===== src/rtl/mult_accum_2sc.sv =====
// ----------------------------------------------------------------------------
// mult_accum_2sc
//
// Purpose
//   Frame accumulator that sits after the pipelined 8x8 two's-complement
//   multiplier. Signed product terms are summed into a saturating ACC_W-bit
//   accumulator. When the term flagged in_last is accepted, the frame result
//   is presented on the output through a valid/ready handshake. While that
//   result waits to be taken, in_ready is held low so the upstream stalls.
//
// Parameters
//   IN_W   width of the signed product input
//   ACC_W  width of the signed accumulator and result (ACC_W > IN_W)
//   CNT_W  width of the term counter, which saturates at 2^CNT_W-1
//
// Ports
//   clk        clock; all state changes on its rising edge
//   reset      synchronous reset, active low
//   in_data    signed product term
//   in_valid   in_data / in_last are valid this cycle
//   in_last    this term closes the current frame
//   in_ready   a term is accepted this cycle (low only while a result waits)
//   out_data   saturated signed frame sum
//   out_count  number of terms accepted in the frame (saturating)
//   out_sat    saturation occurred at some point in the frame
//   out_valid  result outputs are valid
//   out_ready  downstream takes the result
// ----------------------------------------------------------------------------
module mult_accum_2sc #(
  parameter int IN_W  = 16,
  parameter int ACC_W = 24,
  parameter int CNT_W = 9
) (
  input  logic             clk,
  input  logic             reset,
  input  logic [IN_W-1:0]  in_data,
  input  logic             in_valid,
  input  logic             in_last,
  output logic             in_ready,
  output logic [ACC_W-1:0] out_data,
  output logic [CNT_W-1:0] out_count,
  output logic             out_sat,
  output logic             out_valid,
  input  logic             out_ready
);

  typedef enum logic [1:0] {
    IDLE  = 2'd0,
    ACCUM = 2'd1,
    HOLD  = 2'd2
  } state_t;

  localparam logic [ACC_W-1:0] ACC_MAX = {1'b0, {(ACC_W-1){1'b1}}};
  localparam logic [ACC_W-1:0] ACC_MIN = {1'b1, {(ACC_W-1){1'b0}}};
  localparam logic [CNT_W-1:0] CNT_MAX = {CNT_W{1'b1}};

  state_t           state_q, state_d;
  logic [ACC_W-1:0] acc_q, acc_d;
  logic [CNT_W-1:0] cnt_q, cnt_d;
  logic             sat_q, sat_d;
  logic [ACC_W-1:0] out_data_q, out_data_d;
  logic [CNT_W-1:0] out_count_q, out_count_d;
  logic             out_sat_q, out_sat_d;

  // Arithmetic for the term offered this cycle
  logic             accept;
  logic [ACC_W:0]   sum;
  logic             ovf_pos;
  logic             ovf_neg;
  logic [ACC_W-1:0] acc_upd;
  logic [CNT_W-1:0] cnt_upd;
  logic             sat_upd;

  assign in_ready  = (state_q != HOLD);
  assign out_valid = (state_q == HOLD);
  assign accept    = in_valid & in_ready;

  // One guard bit above the accumulator: the sum of an ACC_W-bit and an
  // IN_W-bit signed value always fits in ACC_W+1 bits, so the two top bits
  // disagreeing is exactly the out-of-range condition.
  assign sum = {acc_q[ACC_W-1], acc_q}
             + {{(ACC_W+1-IN_W){in_data[IN_W-1]}}, in_data};

  assign ovf_pos = ~sum[ACC_W] &  sum[ACC_W-1];
  assign ovf_neg =  sum[ACC_W] & ~sum[ACC_W-1];

  always_comb begin
    acc_upd = sum[ACC_W-1:0];
    if (ovf_pos) begin
      acc_upd = ACC_MAX;
    end else if (ovf_neg) begin
      acc_upd = ACC_MIN;
    end
  end

  assign sat_upd = sat_q | ovf_pos | ovf_neg;
  // Counter pins at all-ones; that is not an arithmetic saturation event.
  assign cnt_upd = (cnt_q == CNT_MAX) ? cnt_q : cnt_q + 1'b1;

  always_comb begin
    state_d     = state_q;
    acc_d       = acc_q;
    cnt_d       = cnt_q;
    sat_d       = sat_q;
    out_data_d  = out_data_q;
    out_count_d = out_count_q;
    out_sat_d   = out_sat_q;

    case (state_q)
      IDLE, ACCUM: begin
        if (accept) begin
          acc_d = acc_upd;
          cnt_d = cnt_upd;
          sat_d = sat_upd;
          if (in_last) begin
            out_data_d  = acc_upd;
            out_count_d = cnt_upd;
            out_sat_d   = sat_upd;
            state_d     = HOLD;
          end else begin
            state_d = ACCUM;
          end
        end
      end
      HOLD: begin
        // Result registers are left untouched so they keep the last frame.
        if (out_ready) begin
          acc_d   = '0;
          cnt_d   = '0;
          sat_d   = 1'b0;
          state_d = IDLE;
        end
      end
      default: begin
        state_d = IDLE;
        acc_d   = '0;
        cnt_d   = '0;
        sat_d   = 1'b0;
      end
    endcase
  end

  always_ff @(posedge clk) begin
    if (!reset) begin
      state_q     <= IDLE;
      acc_q       <= '0;
      cnt_q       <= '0;
      sat_q       <= 1'b0;
      out_data_q  <= '0;
      out_count_q <= '0;
      out_sat_q   <= 1'b0;
    end else begin
      state_q     <= state_d;
      acc_q       <= acc_d;
      cnt_q       <= cnt_d;
      sat_q       <= sat_d;
      out_data_q  <= out_data_d;
      out_count_q <= out_count_d;
      out_sat_q   <= out_sat_d;
    end
  end

  assign out_data  = out_data_q;
  assign out_count = out_count_q;
  assign out_sat   = out_sat_q;

endmodule

===== config.mk =====
export PLATFORM = sky130hd
export DESIGN_NAME = mult_accum_2sc
export DESIGN_NICKNAME = d
export VERILOG_FILES = /design/src/rtl/mult_accum_2sc.sv
export SDC_FILE = /design/constraint.sdc
export NUM_CORES = 1
export LEC_CHECK = 0
export CAP_MARGIN = 20
export CORE_MARGIN = 2
export CORE_UTILIZATION = 51
export DETAILED_ROUTE_END_ITERATION = 7
export HOLD_SLACK_MARGIN = 0.1
export PLACE_DENSITY = 0.79
export SETUP_SLACK_MARGIN = 0.2
export SKIP_LAST_GASP = 1
export SLEW_MARGIN = 20
export SYNTH_ARGS = -nofsm -noshare
export SYNTH_HDL_FRONTEND = slang
export SYNTH_SLANG_ARGS = --single-unit

===== constraint.sdc =====
create_clock -name clk -period 4.1 [get_ports clk]
set_input_delay 0.82 -clock clk [delete_from_list [all_inputs] [get_ports clk]]
set_output_delay 0.82 -clock clk [all_outputs]
set_load 0.01 [all_outputs]

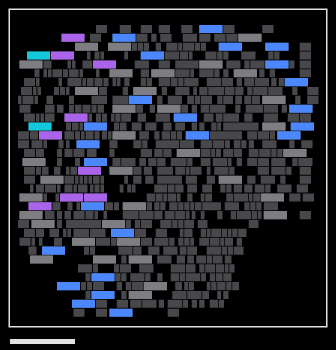
(run_1/flops_by_reg.png)
Scale bar: 20 um. Other sequential cells in the stronger grey, the rest of the logic in the fainter grey.
| name in the netlist | colour | sequential cells |
|---|---|---|
| out_data | blue | 24 |
| state_q | cyan | 2 |
| cnt_q | purple | 9 |
Seq area share: 0.265
post-layout util: 0.637
P_seq: 0.000794 W
register area: 1400 um2

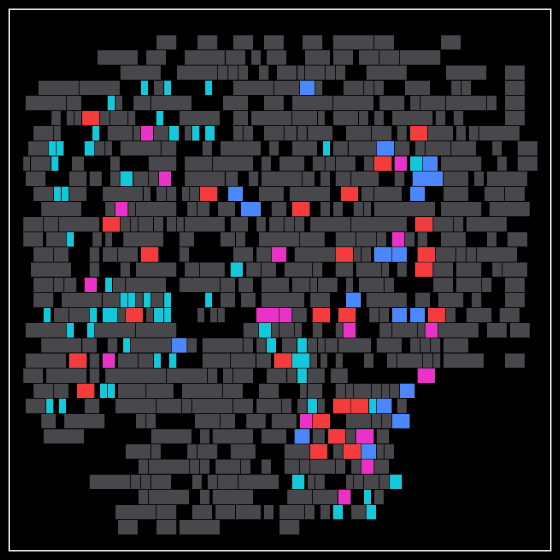
(run_1/logic_types.png)
| family | colour | cells | most used |
|---|---|---|---|
| AND-OR and OR-AND gates | blue | 18 | o21a_1 |
| XOR/XNOR gates | red | 25 | xnor2_1 |
| NOR gates | cyan | 52 | nor2_1 |
| AND and OR gates | magenta | 17 | and3_1 |
most numerous logic cell after layout: a21oi_1
fin cells: 678
fraction of area in multi-input gates: 0.528

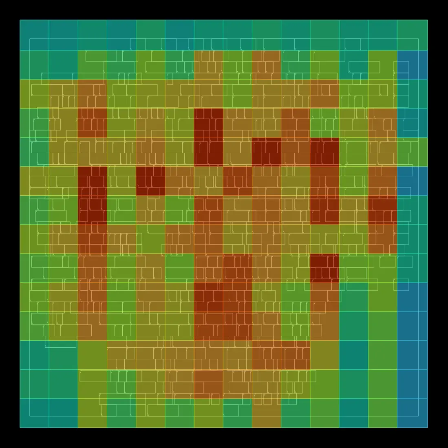
(run_1/congestion.png)
met1 usage: 0.319
Wirelength per Cell: 17.0 um

==> reports/metrics.cfg, run 1 <==
[global_route]
overflow = 0
grt_pass1_wl_mm = 19.6
grt_use_total = 0.247
grt_max_degree = 36
antenna_found_initial = 0
grt_pass1_vias = 4092

[synth]
flop_cell = dfxtp_1
synthArstFlopShare = 0
top_area_cell = dfxtp_1
top_cells_by_area = dfxtp_1 32%, a21oi_1 8.8%, ha_1 7.1%, a211oi_2 6.3%, o21ai_0 5.3%
yosysUniqueCellTypes = 57
ys_seq_share = 0.318
synth_area_um2 = 4400
syn-mean-instance-area_um2 = 8.47
synth_cells = 520
edf_count = 0
ys_cells = 520
ys_ff = 70
yosys.area.top_type_share = 0.318
ys_area_um2 = 4400
ys_warn_count = 0
synth.net_count = 567

[route]
ant_nets = 0
vias = 4151
wirelength_mm = 11.5
first_pass_iters = 5
drt_iter0_markers = 185
drc = 0
vias_per_cell = 6.12

[clock_tree]
insertion_delay_ns = 0.34
cts_max_level = 3
hold_buffers = 0
cts_buffers = 9
clk_pin_slew_ns = 0.07
post_cts_resized = 0
clock_sinks = 70
cts-root-buf = clkbuf_8
tritoncts = built
post_cts_buffers = 0
clockBufferDepth = 2

[final_timing]
period_used_share = 0.888
rsz0062_at_grt = no
maxSlewViolCount = 0
fin_tns_setup_ns = 0
fin_worst_skew_ns = 0.0141
finalSetupViolations = 0
min_period_ns = 3.64
tightestPinTransition_ns = 0.771
slew_headroom = 0.484
fmax_mhz = 275
finalHoldViolCount = 0

[status]
status = completed

[die]
core-area_um2 = 8300
die_w_um = 96.9
die_y_um = 96.9
core_util_floorplan = 0.531
boundaryPins = 57
die-area_um2 = 9400
rows = 33

[place]
dpl_cell_area_um2 = 5060
hpwl_mm = 8.24
placement.io_buffers = 56
gp_congestion = 0.980

[critical_path]
arrival_ns = 3.86
required_ns = 4.32
end_kind = flop
start_kind = input pin
crit_start = in_data[15]
crit_fanout = 13
slowest_delay_ns = 0.60
cp_cell_sequence = clkdlybuf4s50_1, ha_1, a21oi_1, o21ai_0, nand3_1, o211ai_1, nor2_2, o31ai_4, nor2_1, buf_12, a21oi_1
crit_family = simple AND/OR/NAND/NOR gates
crit_path_frequent_cell = a21oi_1
crit_type = input pin to flop
rr_startpoint = acc_q[3]
rrSetupSlack_ns = 1.10
critPathSlowestCell = clkdlybuf4s50_1
critical_path_buf_inv_count = 2

[power_and_ir_drop]
p_leak_nw = 2.06
pwr_density_cell_nw_per_um2 = 441
fin_total_pwr_w = 0.00233
ir_worst_vdd_mv = 0.287

[final_layout]
final_nets = 615
drive_gt1_frac = 0.157
fin_area_um2 = 5290
syn_to_final_growth_pct = 20.0
n_antenna_cell = 0

[job]
tool_warnings = 26
maxCapViolCount = 0

[min_path]
hp-start = out_count[0]
min_path_type = flop to flop

-- run 1: tightest hold or removal path: cells and delay by family (launching register included) --
family | cells | cell delay, ns
simple gates | 1 | 0.05
flops | 1 | 0.31
compound gates | 1 | 0.05
-- run 1: sequential cells by signal, summed over array words and instances, names as in the netlist --
name	flops
acc_q	24
cnt_q	9
out_count	9
out_data	24
out_sat	1
sat_q	1
state_q	2
-- run 1: final cells by class --
cell class	instances	area (um2)
Fill cell	700	3010
Multi-Input combinational cell	404	2790
Sequential cell	70	1400
Timing Repair Buffer	73	701
Clock buffer	11	141
Tap cell	105	131
Clock inverter	5	81.3
Inverter	10	37.5
-- run 1: final timing paths --
kind / end / cells past startpoint
max: out_data[13] / 11
min: out_count[0] / 2
max reg2reg: out_data[13] / 10
min reg2reg: out_count[0] / 2
-- run 1: Yosys cell counts, types with 5 or more instances --
master	n
a21oi_1	77
dfxtp_1	70
o21ai_0	47
nand2_1	34
nor2_1	34
clkbuf_1	27
ha_1	25
a211oi_2	22
nand3_2	20
xnor2_1	16
a211oi_1	13
nand3_1	11
inv_1	10
nor3_1	10
xor2_1	9
o21a_1	8
nand2b_1	6
a21o_1	5
and3_1	5
buf_6	5
-- run 1: cells by family after synthesis --
| kind of cell | Yosys count | share of synthesized area |
|---|---|---|
| and+or+nand+nor | 147 | 0.187 |
| DFF | 70 | 0.318 |
| buffers and inverters | 46 | 0.0489 |
| AOI/OAI and AO/OA | 206 | 0.321 |
| xor gates and xnor gates | 25 | 0.0497 |
| adders and majority gates | 26 | 0.0756 |
-- run 1: power by group --
group | internal (W) | switching, W
clock network | 0.000361 | 0.000270
logic | 0.000387 | 0.000517
registers | 0.000749 | 0.0000446
total | 0.00150 | 0.000831
-- run 1: metrics by stage --
step	setup WS (ns)	std cells	utilization	hold slack, ns
floorplan	0.990	520	-	0.453
global placement	0.221	662	0.610	0.445
detailed placement	0.197	662	0.610	0.450
CTS	0.522	678	0.637	0.466
global route	0.248	678	0.637	0.498
finish	0.458	678	0.637	0.460
-- run 1: placed cells by master, fill, tap and decap left out, types with 3 or more instances in the layout --
master / netlist / routed
ha_1: 25 / 25
dfxtp_1: 70 / 70
inv_1: 10 / 10
nand2_1: 34 / 34
nor2_1: 34 / 34
and2_1: 3 / 3
a21oi_1: 77 / 77
xor2_1: 9 / 9
a22oi_1: 4 / 4
nor2b_1: 4 / 4
and3_1: 5 / 5
o21a_1: 8 / 8
a21o_1: 5 / 5
nand3_2: 20 / 20
a31oi_1: 4 / 4
buf_4: 0 / 16
nand4_1: 4 / 4
o21ai_0: 47 / 46
nand2b_1: 6 / 6
clkdlybuf4s50_1: 0 / 56
a211oi_1: 13 / 13
o211ai_1: 4 / 4
xnor2_1: 16 / 16
nand3_1: 11 / 11
a211oi_2: 22 / 22
nor3_1: 10 / 10
clkbuf_8: 0 / 10
-- run 1: routing by layer --
metal | track usage | up-vias | part of all wire
met5 | 0 | - | 0
met4 | 0.0542 | 0 | 0.016
met3 | 0.0520 | 19 | 0.051
met2 | 0.424 | 134 | 0.48
met1 | 0.319 | 1982 | 0.46
li1 | - | 2016 | -
==> run_1/layer_met2.png <==
Scale bar: 20 um.
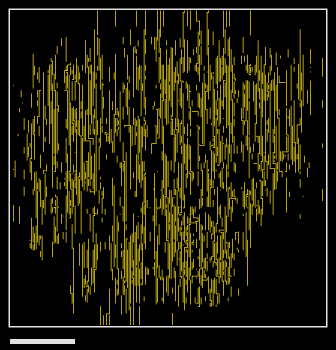

--- run 2 (diff from run 1) ---
==> constraint.sdc (replaced) <==
create_clock -name clk -period 4.2 [get_ports clk]
set_input_delay 0.84 -clock clk [delete_from_list [all_inputs] [get_ports clk]]
set_output_delay 0.84 -clock clk [all_outputs]
set_load 0.01 [all_outputs]
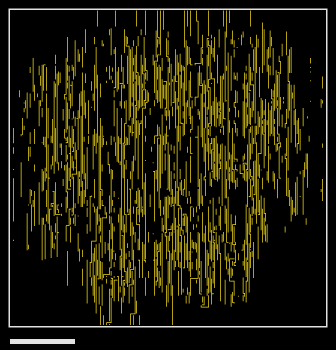
(run_2/layer_met2.png)
Scale bar: 20 um.
longest straight run: 39.1 um
nets with wire on the layer: 544
share of all routed wire: 48%
vias post-DR: 4091
met2 GRT Util: 0.417
DRT Wirelength: 11.4 mm

==> run 2 against run 1 <==
Compared with the run above: non-clock buffer count is 2 lower; area after synthesis unchanged; clock skew shrank 0.0015 ns; wire length down 0.91%; final cell count fell by 0.29%; count of clock-buffer cells in the layout decreased by 1; sequential power is 2.6% lower; clock power is 13% lower; combinational power is 2.8% lower; worst setup slack got worse by 0.0064 ns; sequential cell count unchanged; largest cell class unchanged; largest power group unchanged.
==> reports/metrics.cfg, run 2 <==
[critical_path]
arrival_ns = 3.98
cp_cell_sequence = clkdlybuf4s50_1, ha_1, a21oi_1, o21ai_0, nand3_1, o211ai_1, nor2_2, o31ai_4, nor2_1, buf_4, a21oi_1
r2r_cells = 11
required_ns = 4.43
crit_fanout = 13

[die]
die_w_um = 96.9
boundaryPins = 57
die-area_um2 = 9400
core-area_um2 = 8300

[power_and_ir_drop]
pwr-share-clk = 0.249
ir_worst_vdd_mv = 0.209
pwr_density_cell_nw_per_um2 = 421
p_leak_nw = 2.03
sequentialPowerShare = 0.351
p_sw_frac = 0.371

[final_layout]
final_cell_mix = 77 x a21oi_1, 70 x dfxtp_1, 56 x clkdlybuf4s50_1
final_nets = 613
final_common_cell = a21oi_1
drive_gt1_frac = 0.154

[clock_tree]
post_cts_resized = 0
cts-root-buf = clkbuf_8
clk_pin_slew_ns = 0.08
insertion_delay_ns = 0.35
clock_sinks = 70
hold_buffers = 0
tritoncts = built
cts_max_level = 3
cts_buffers = 9

[final_timing]
min_period_ns = 3.75
fmax_mhz = 267
period_used_share = 0.892
finalHoldViolCount = 0
slew_headroom = 0.558
finalSetupViolations = 0
maxSlewViolCount = 0
tightestPinTransition_ns = 0.663
rsz0062_at_grt = no

[synth]
flop_cell = dfxtp_1
synthArstFlopShare = 0
ys_seq_share = 0.318
ys_area_um2 = 4400
syn-mean-instance-area_um2 = 8.47
top_cells_by_area = dfxtp_1 32%, a21oi_1 8.8%, ha_1 7.1%, a211oi_2 6.3%, o21ai_0 5.3%
ys_ff = 70
synth_area_um2 = 4400
yosys.area.top_type_share = 0.318
synth_top_cell_by_count = a21oi_1
edf_count = 0
top_area_cell = dfxtp_1
synth_cells = 520

[global_route]
grt_pass1_vias = 4044
overflow = 0
grt_max_degree = 34
grt_use_total = 0.245

[route]
vias_per_cell = 6.05
first_pass_iters = 5
ant_nets = 0

[status]
status = completed

[place]
gp_congestion = 0.892
hpwl_mm = 8.32

[min_path]
min_path_type = flop to flop

[job]
tool_warnings = 26

## run 2: through the flow
step           area (um2)  total power, W   util  setup slack [ns]
3_5_place_dp         5030         0.00165  0.607             0.104
6_report             5230         0.00220  0.630             0.452
4_1_cts              5230         0.00220  0.630             0.482
3_3_place_gp         5030         0.00163  0.607             0.221
2_1_floorplan        4400         0.00141      -              1.07
5_1_grt              5230         0.00233  0.630             0.239
## run 2: cell families (layout without fill, tap and decap cells)
kind of cell | Yosys count | in the layout | synth area share
AOI/OAI and AO/OA | 206 | 206 | 0.321
and+or+nand+nor | 147 | 147 | 0.187
DFF | 70 | 70 | 0.318
buffers and inverters | 46 | 97 | 0.0489
adders and majority gates | 26 | 26 | 0.0756
xor gates and xnor gates | 25 | 25 | 0.0497
## run 2: area by class of cell
type                    instances  area, um2
well taps                     105        131
clock inverters                 6       70.1
flip-flops and latches         70       1400
inverters                      10       37.5
multi-input cells             404       2790
clock buffers                  10        128
fillers                       715       3070
repair buffers                 71        673
## run 2: final timing paths
check          startpoint            to
max           in_data[15]   out_data[6]
min          out_count[0]  out_count[0]
max reg2reg      acc_q[0]     acc_q[22]
min reg2reg  out_count[0]  out_count[0]
## run 2: power groups by stage
stage               logic, W  registers, W  clock network [W]
floorplan           0.000624      0.000790                  0
global placement    0.000842      0.000785                  0
detailed placement  0.000863      0.000787                  0
CTS                 0.000871      0.000772           0.000558
global route        0.000959      0.000781           0.000588
finish              0.000879      0.000773           0.000548
## run 2: critical path, delay by kind of cell
kind	cells	cell delay [ns]
AOI/OAI and AO/OA	5	0.68
buffers and inverters	2	0.93
and+or+nand+nor	3	1.04
adders and majority gates	1	0.49
## run 2: layer usage
layer / up-vias / track usage / wire [um]
met5: - / 0 / 0
met4: 0 / 0.0802 / 170
met3: 17 / 0.0434 / 528
met2: 119 / 0.417 / 5490
met1: 1947 / 0.315 / 5220
li1: 2008 / - / -
==> run_2/flops_by_reg.png <==
Scale bar: 20 um. Other sequential cells in the stronger grey, the rest of the logic in the fainter grey.
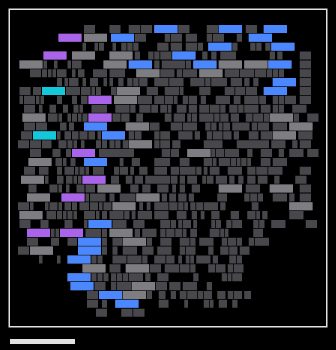

--- run 3 (diff from run 2) ---
--- a/config.mk
+++ b/config.mk
@@ -5,12 +5,13 @@
 export SDC_FILE = /design/constraint.sdc
 export NUM_CORES = 1
 export LEC_CHECK = 0
+export ABC_AREA = 1
 export CAP_MARGIN = 20
 export CORE_MARGIN = 2
 export CORE_UTILIZATION = 51
 export DETAILED_ROUTE_END_ITERATION = 7
 export HOLD_SLACK_MARGIN = 0.1
-export PLACE_DENSITY = 0.79
+export PLACE_DENSITY = 0.78
 export SETUP_SLACK_MARGIN = 0.2
 export SKIP_LAST_GASP = 1
 export SLEW_MARGIN = 20
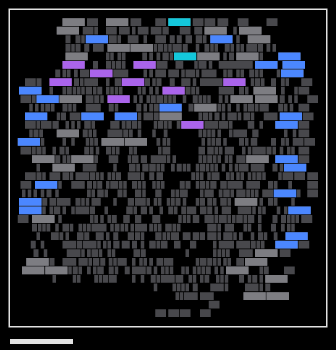
(run_3/flops_by_reg.png)
Scale bar: 20 um. Other sequential cells in the stronger grey, the rest of the logic in the fainter grey.
| name in the netlist | colour | sequential cells |
|---|---|---|
| cnt_q | purple | 9 |
| state_q | cyan | 2 |
| out_data | blue | 24 |
not coloured: 35
post-layout util: 0.607
Seq area share: 0.254
P_seq: 0.000806 W

==> run 3 against run 2 <==
Compared with the run above: largest power group unchanged; total power rose by 14%; core utilization shrank 2.4 points; combinational power is 31% higher; critical path type unchanged; worst setup slack better by 0.46 ns; critical endpoint is now out_data[21]; synthesized cell count rose by 45%.
==> reports/metrics.cfg, run 3 <==
[clock_tree]
cts_buffers = 9
cts-root-buf = clkbuf_8
post_cts_resized = 0
clk_pin_slew_ns = 0.08
tritoncts = built
post_cts_buffers = 0

[die]
die_y_um = 100
core-area_um2 = 9110
core_util_floorplan = 0.520
boundaryPins = 57

[final_timing]
finalSetupViolations = 0
fmax_mhz = 304
fin_worst_skew_ns = 0.0162
tightestPinTransition_ns = 1.00
period_used_share = 0.783
fin_tns_setup_ns = 0
finalHoldViolCount = 0
slew_headroom = 0.329

[synth]
yosysUniqueCellTypes = 34
syn-mean-instance-area_um2 = 6.30
synth_cells = 753
edf_count = 0
ys_seq_share = 0.296
yosys.area.top_type_share = 0.296
ys_ff = 70
top_cells_by_area = dfxtp_1 30%, nand2_1 18%, inv_1 7.8%, nor2_1 7.0%, ha_1 6.6%
synth_top_cell_by_count = nand2_1
synthArstFlopShare = 0

[job]
maxCapViolCount = 0
tool_warnings = 26

[global_route]
overflow = 0
grt_max_degree = 60
grt_pass1_vias = 4481
antenna_found_initial = 0
grt_pass1_wl_mm = 20.7

[critical_path]
required_ns = 4.45
crit_type = input pin to flop
crit_fanout = 24
rr_startpoint = acc_q[0]
end_kind = flop
crit_start = in_data[15]
start_kind = input pin
arrival_ns = 3.54

[route]
drc = 0
vias = 4749
vias_per_cell = 5.18
drt_iter0_markers = 350
ant_nets = 0

[place]
dpl.cell_count = 900
placement.io_buffers = 56
gp_congestion = 0.998
hpwl_mm = 9.34

[power_and_ir_drop]
pwr_density_cell_nw_per_um2 = 456
ir_worst_vdd_mv = 0.223

[final_layout]
fin_cells = 916
fin_area_um2 = 5530
final_common_cell = nand2_1
final_nets = 847

[min_path]
hp-start = sat_q

[status]
status = completed

-- run 3: critical path, cell delays in order --
cell and delay (ns):
clkdlybuf4s50_1 0.61, ha_1 0.46, nand2_1 0.16, inv_1 0.05, nand2_1 0.06, nand2_1 0.06
a21oi_1 0.24, nand3_1 0.14, nand2_1 0.10, nand2_2 0.10, nand2_4 0.31, nand2_1 0.16
o21ai_0 0.18, inv_1 0.06
-- run 3: stage by stage --
| step | power, W | worst slack [ns] |
|---|---|---|
| 2_1_floorplan | 0.00167 | 1.54 |
| 3_3_place_gp | 0.00192 | 0.642 |
| 3_5_place_dp | 0.00195 | 0.571 |
| 4_1_cts | 0.00251 | 0.926 |
| 5_1_grt | 0.00270 | 0.650 |
| 6_report | 0.00252 | 0.910 |
-- run 3: final timing paths --
kind	cells after the start	end
hold / removal	2	sat_q
setup / recovery	14	out_data[21]
setup reg to reg	16	acc_q[6]
hold reg to reg	2	sat_q
-- run 3: kinds of logic after synthesis --
logic type      synth area share
flops                      0.296
xor+xnor                  0.0351
simple gates               0.362
fa+ha+maj                 0.0702
compound gates             0.128
buf+inv                    0.109
-- run 3: where the power goes --
| group | leakage (nW) | switching (W) | internal [W] | total (W) |
|---|---|---|---|---|
| clock network | 0.0931 | 0.000286 | 0.000278 | 0.000564 |
| registers | 0.575 | 0.0000552 | 0.000750 | 0.000806 |
| logic | 2.17 | 0.000734 | 0.000414 | 0.00115 |
-- run 3: layout make-up --
type / count / area, um2
clock buffers: 10 / 128
clock inverters: 6 / 71.3
fillers: 844 / 3580
inverters: 99 / 372
multi-input cells: 560 / 2830
flip-flops and latches: 70 / 1400
well taps: 111 / 139
repair buffers: 60 / 591
-- run 3: routing by layer --
metal | share of wire | global-route usage
met1 | 0.45 | 0.315
met2 | 0.48 | 0.448
met3 | 0.050 | 0.0432
met4 | 0.025 | 0.109
met5 | 0 | 0
Power is estimated from default activity; no workload was simulated.
